--- src/rtl/dram_rw_arbiter.sv ---
// Round-robin Avalon-MM arbiter between the frame-buffer write and read FIFOs.
// Optional ARB_FRAME_SYNC_EN: reads wait for the first completed write frame.
module dram_rw_arbiter #(
    parameter int unsigned FRAME_WORDS = 640,
    parameter logic [31:0] BASE_ADDR   = 32'h0,
    parameter int unsigned BURST_LEN   = 8,
    parameter int unsigned FIFO_DEPTH  = 512,
    parameter int unsigned READ_DELAY  = 64
) (
    input  logic        ctrl_clk,
    input  logic        reset_n,
    input  logic        wr_fifo_rdempty,
    output logic        wr_fifo_rdreq,
    input  logic [31:0] wr_fifo_q,
    input  logic [8:0]  rd_fifo_wrusedw,
    input  logic        rd_fifo_wrfull,
    output logic [31:0] rd_data,
    output logic        rd_valid,
    output logic [31:0] avm_address,
    output logic        avm_write,
    output logic        avm_read,
    output logic [31:0] avm_writedata,
    input  logic [31:0] avm_readdata,
    input  logic        avm_waitrequest,
    output logic        wr_frame_done,
    output logic        rd_frame_done
);

    localparam int BW = $clog2(BURST_LEN + 1);
    localparam int DW = $clog2(READ_DELAY + 1);
    localparam logic [8:0]    RD_LIMIT = 9'(FIFO_DEPTH - 4);
    localparam logic [31:0]   LAST_IDX = 32'(FRAME_WORDS - 1);
    localparam logic [BW-1:0] BURST_MAX = BW'(BURST_LEN);
    localparam logic [DW-1:0] DLY_LAST = DW'(READ_DELAY - 1);

    typedef enum logic [1:0] {
        IDLE     = 2'd0,
        WR_FETCH = 2'd1,
        WR_ISSUE = 2'd2,
        RD_ISSUE = 2'd3
    } state_t;

    state_t        state;
    state_t        state_d;
    logic          prio_rd;
    logic          prio_d;
    logic [BW-1:0] burst_cnt;
    logic [BW-1:0] burst_nxt;
    logic          burst_more;
    logic [31:0]   wr_idx;
    logic [31:0]   rd_idx;
    logic [DW-1:0] dly_cnt;
    logic          dly_done;
    logic          rd_en;
    logic          wr_req;
    logic          rd_req;
    logic          wr_acc;
    logic          rd_acc;
    logic          wr_last;
    logic          rd_last;

`ifdef ARB_FRAME_SYNC_EN
    logic frame_seen;

    always_ff @(posedge ctrl_clk or negedge reset_n) begin
        if (!reset_n) begin
            frame_seen <= 1'b0;
        end else if (wr_frame_done) begin
            frame_seen <= 1'b1;
        end
    end

    assign rd_en = dly_done & frame_seen;
`else
    assign rd_en = dly_done;
`endif

    // Margin of 4 words absorbs the lag of the read FIFO's wrusedw.
    assign wr_req = ~wr_fifo_rdempty;
    assign rd_req = rd_en & ~rd_fifo_wrfull & (rd_fifo_wrusedw <= RD_LIMIT);

    assign wr_acc     = (state == WR_ISSUE) & ~avm_waitrequest;
    assign rd_acc     = (state == RD_ISSUE) & ~avm_waitrequest;
    assign burst_nxt  = burst_cnt + 1'b1;
    assign burst_more = burst_nxt < BURST_MAX;
    assign wr_last    = (wr_idx == LAST_IDX);
    assign rd_last    = (rd_idx == LAST_IDX);

    always_comb begin
        state_d       = state;
        prio_d        = prio_rd;
        wr_fifo_rdreq = 1'b0;
        avm_write     = 1'b0;
        avm_read      = 1'b0;
        case (state)
            IDLE: begin
                if (wr_req && (!rd_req || !prio_rd)) begin
                    state_d = WR_FETCH;
                end else if (rd_req) begin
                    state_d = RD_ISSUE;
                end
            end
            WR_FETCH: begin
                wr_fifo_rdreq = 1'b1;
                state_d       = WR_ISSUE;
            end
            WR_ISSUE: begin
                avm_write = 1'b1;
                if (!avm_waitrequest) begin
                    if (burst_more && wr_req) begin
                        state_d = WR_FETCH;
                    end else begin
                        state_d = IDLE;
                        prio_d  = 1'b1;
                    end
                end
            end
            RD_ISSUE: begin
                avm_read = 1'b1;
                if (!avm_waitrequest) begin
                    if (burst_more && rd_req) begin
                        state_d = RD_ISSUE;
                    end else begin
                        state_d = IDLE;
                        prio_d  = 1'b0;
                    end
                end
            end
            default: begin
                state_d = IDLE;
            end
        endcase
    end

    always_ff @(posedge ctrl_clk or negedge reset_n) begin
        if (!reset_n) begin
            state     <= IDLE;
            prio_rd   <= 1'b0;
            burst_cnt <= '0;
            wr_idx    <= '0;
            rd_idx    <= '0;
            dly_cnt   <= '0;
            dly_done  <= 1'b0;
        end else begin
            state   <= state_d;
            prio_rd <= prio_d;
            if (state == IDLE) begin
                burst_cnt <= '0;
            end else if (wr_acc || rd_acc) begin
                burst_cnt <= burst_nxt;
            end
            if (wr_acc) begin
                wr_idx <= wr_last ? 32'd0 : wr_idx + 32'd1;
            end
            if (rd_acc) begin
                rd_idx <= rd_last ? 32'd0 : rd_idx + 32'd1;
            end
            if (!dly_done) begin
                if (dly_cnt == DLY_LAST) begin
                    dly_done <= 1'b1;
                end else begin
                    dly_cnt <= dly_cnt + 1'b1;
                end
            end
        end
    end

    // Bus outputs are gated by the strobes so an idle port drives zeros.
    always_comb begin
        avm_address   = 32'd0;
        avm_writedata = 32'd0;
        if (avm_write) begin
            avm_address   = BASE_ADDR + (wr_idx << 2);
            avm_writedata = wr_fifo_q;
        end else if (avm_read) begin
            avm_address = BASE_ADDR + (rd_idx << 2);
        end
    end

    assign rd_valid      = rd_acc;
    assign rd_data       = rd_acc ? avm_readdata : 32'd0;
    assign wr_frame_done = wr_acc & wr_last;
    assign rd_frame_done = rd_acc & rd_last;

endmodule

--- config.mk ---
export PLATFORM = sky130hd
export DESIGN_NAME = dram_rw_arbiter
export DESIGN_NICKNAME = d
export VERILOG_FILES = /design/src/rtl/dram_rw_arbiter.sv
export SDC_FILE = /design/constraint.sdc
export NUM_CORES = 1
export LEC_CHECK = 0
export CORE_MARGIN = 10
export CORE_UTILIZATION = 45
export CTS_CLUSTER_SIZE = 10
export DETAILED_ROUTE_END_ITERATION = 10
export PLACE_DENSITY = 0.9
export SLEW_MARGIN = 5
export SYNTH_ARGS = -nofsm -noshare
export SYNTH_HDL_FRONTEND = slang
export SYNTH_SLANG_ARGS = --single-unit
--- constraint.sdc ---
create_clock -name ctrl_clk -period 5.5 [get_ports ctrl_clk]
set_clock_uncertainty 0.15 [all_clocks]
set_input_delay 0.825 -clock ctrl_clk [delete_from_list [all_inputs] [get_ports ctrl_clk]]
set_output_delay 0.825 -clock ctrl_clk [all_outputs]
set_load 0.005 [all_outputs]
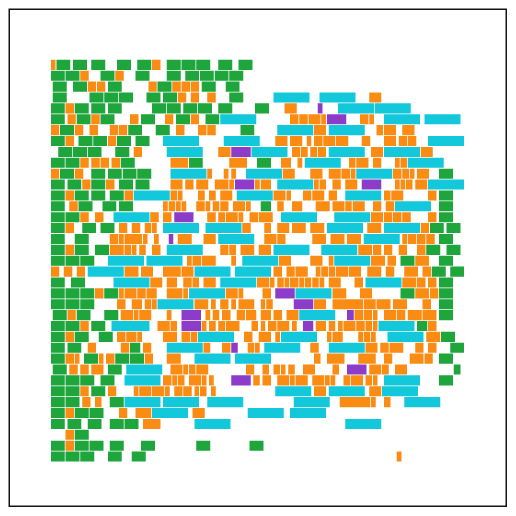
(cells colored by class)
Drawn at 4 px/µm.
clock drivers and dummy loads: in purple, cells 16, share of their area 2.6%. all other logic: in orange, cells 416, share of their area 41%. other buffers and delay cells: in green, cells 180, share of their area 27%. flip-flops: in cyan, cells 79, share of their area 30%.

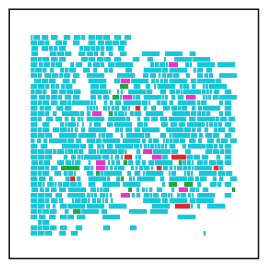
(drive-strength map)
Drawn at 2 px/µm.
drive 1 or less: in cyan, cells 660, most used clkdlybuf4s50_1. drive 6 and up: in magenta, cells 11, most used clkbuf_8. drive 2: in green, cells 13, most used or2_2. drive 3 to 4: in red, cells 7, most used buf_4.
Signal buffers: 180
Area Overhead vs Synth: 41.72%
PnR worst setup slack: 1.149 ns

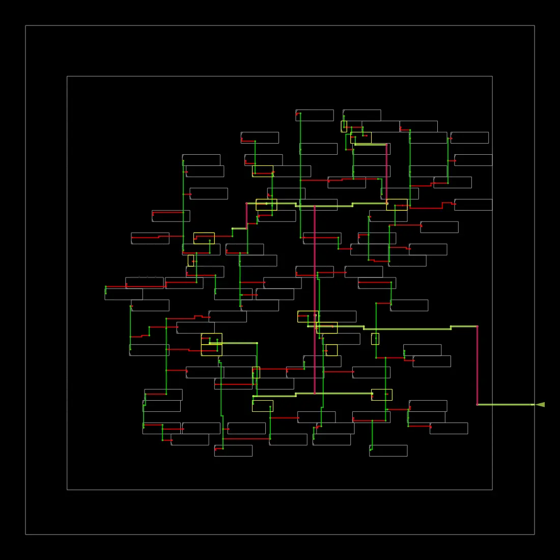
(clock routing)
CTS buffer count: 9
FFs & Latches: 79

==> ci_impl_report.md <==
### Yosys + OpenROAD results

| Metric | Value |
|---|---|
| Status | finished clean |
| Register share after synthesis | roughly 41% |
| Initial Utilization | 46.62% |
| Largest net degree at the start of global routing | 49 |
| Largest area contributor in the synthesized netlist | dfrtp_1 |
| Worst-path clk slew | roughly 0.07 ns |
| # clk buffers | 13 |
| Routed WL per cell | 19.75 µm |
| Worst ir drop on vdd | 0.2716 mV |
| Number of non-clock inverters in the layout | 19 |
| Non-clk buf share | a little over a quarter |
| Max clock buf depth | 2 |
| Final #Nets | 768 |
| Global-route wire length before repair | 25210 µm |
| Core Footprint | 10420 µm² |
| F_max | 229.9 MHz |
| Switching Power | approximately 0.63 mW |
| All-Layer GR Usage | about a fifth |
| Synth mux share | 6.416% |
| Post-place setup slack | 1.119 ns |
| Final slew viol count | 0 |
| Internal power | ~1.3 mW |
| Ys async rst share | 100.0% |
| Worst-Margin Slew | ~1.1 ns |
| Cells on worst reg2reg path | 4 |
| Final non-filler cell total | around 830 |
| Clk network pwr share | a little over a fifth |
| Gpl congestion | 0.9146 |
| Yosys Chip Area | 4856 µm² |
| Critical Path Fanout Max | 37 |
| P_leak | about 2.8 nW |
| Overflow after GRT | 0 |
| Worst hold path cell count | 1 |
| Antenna cells | 3 |
No activity file was given, so power comes from the tool's default toggle rates.
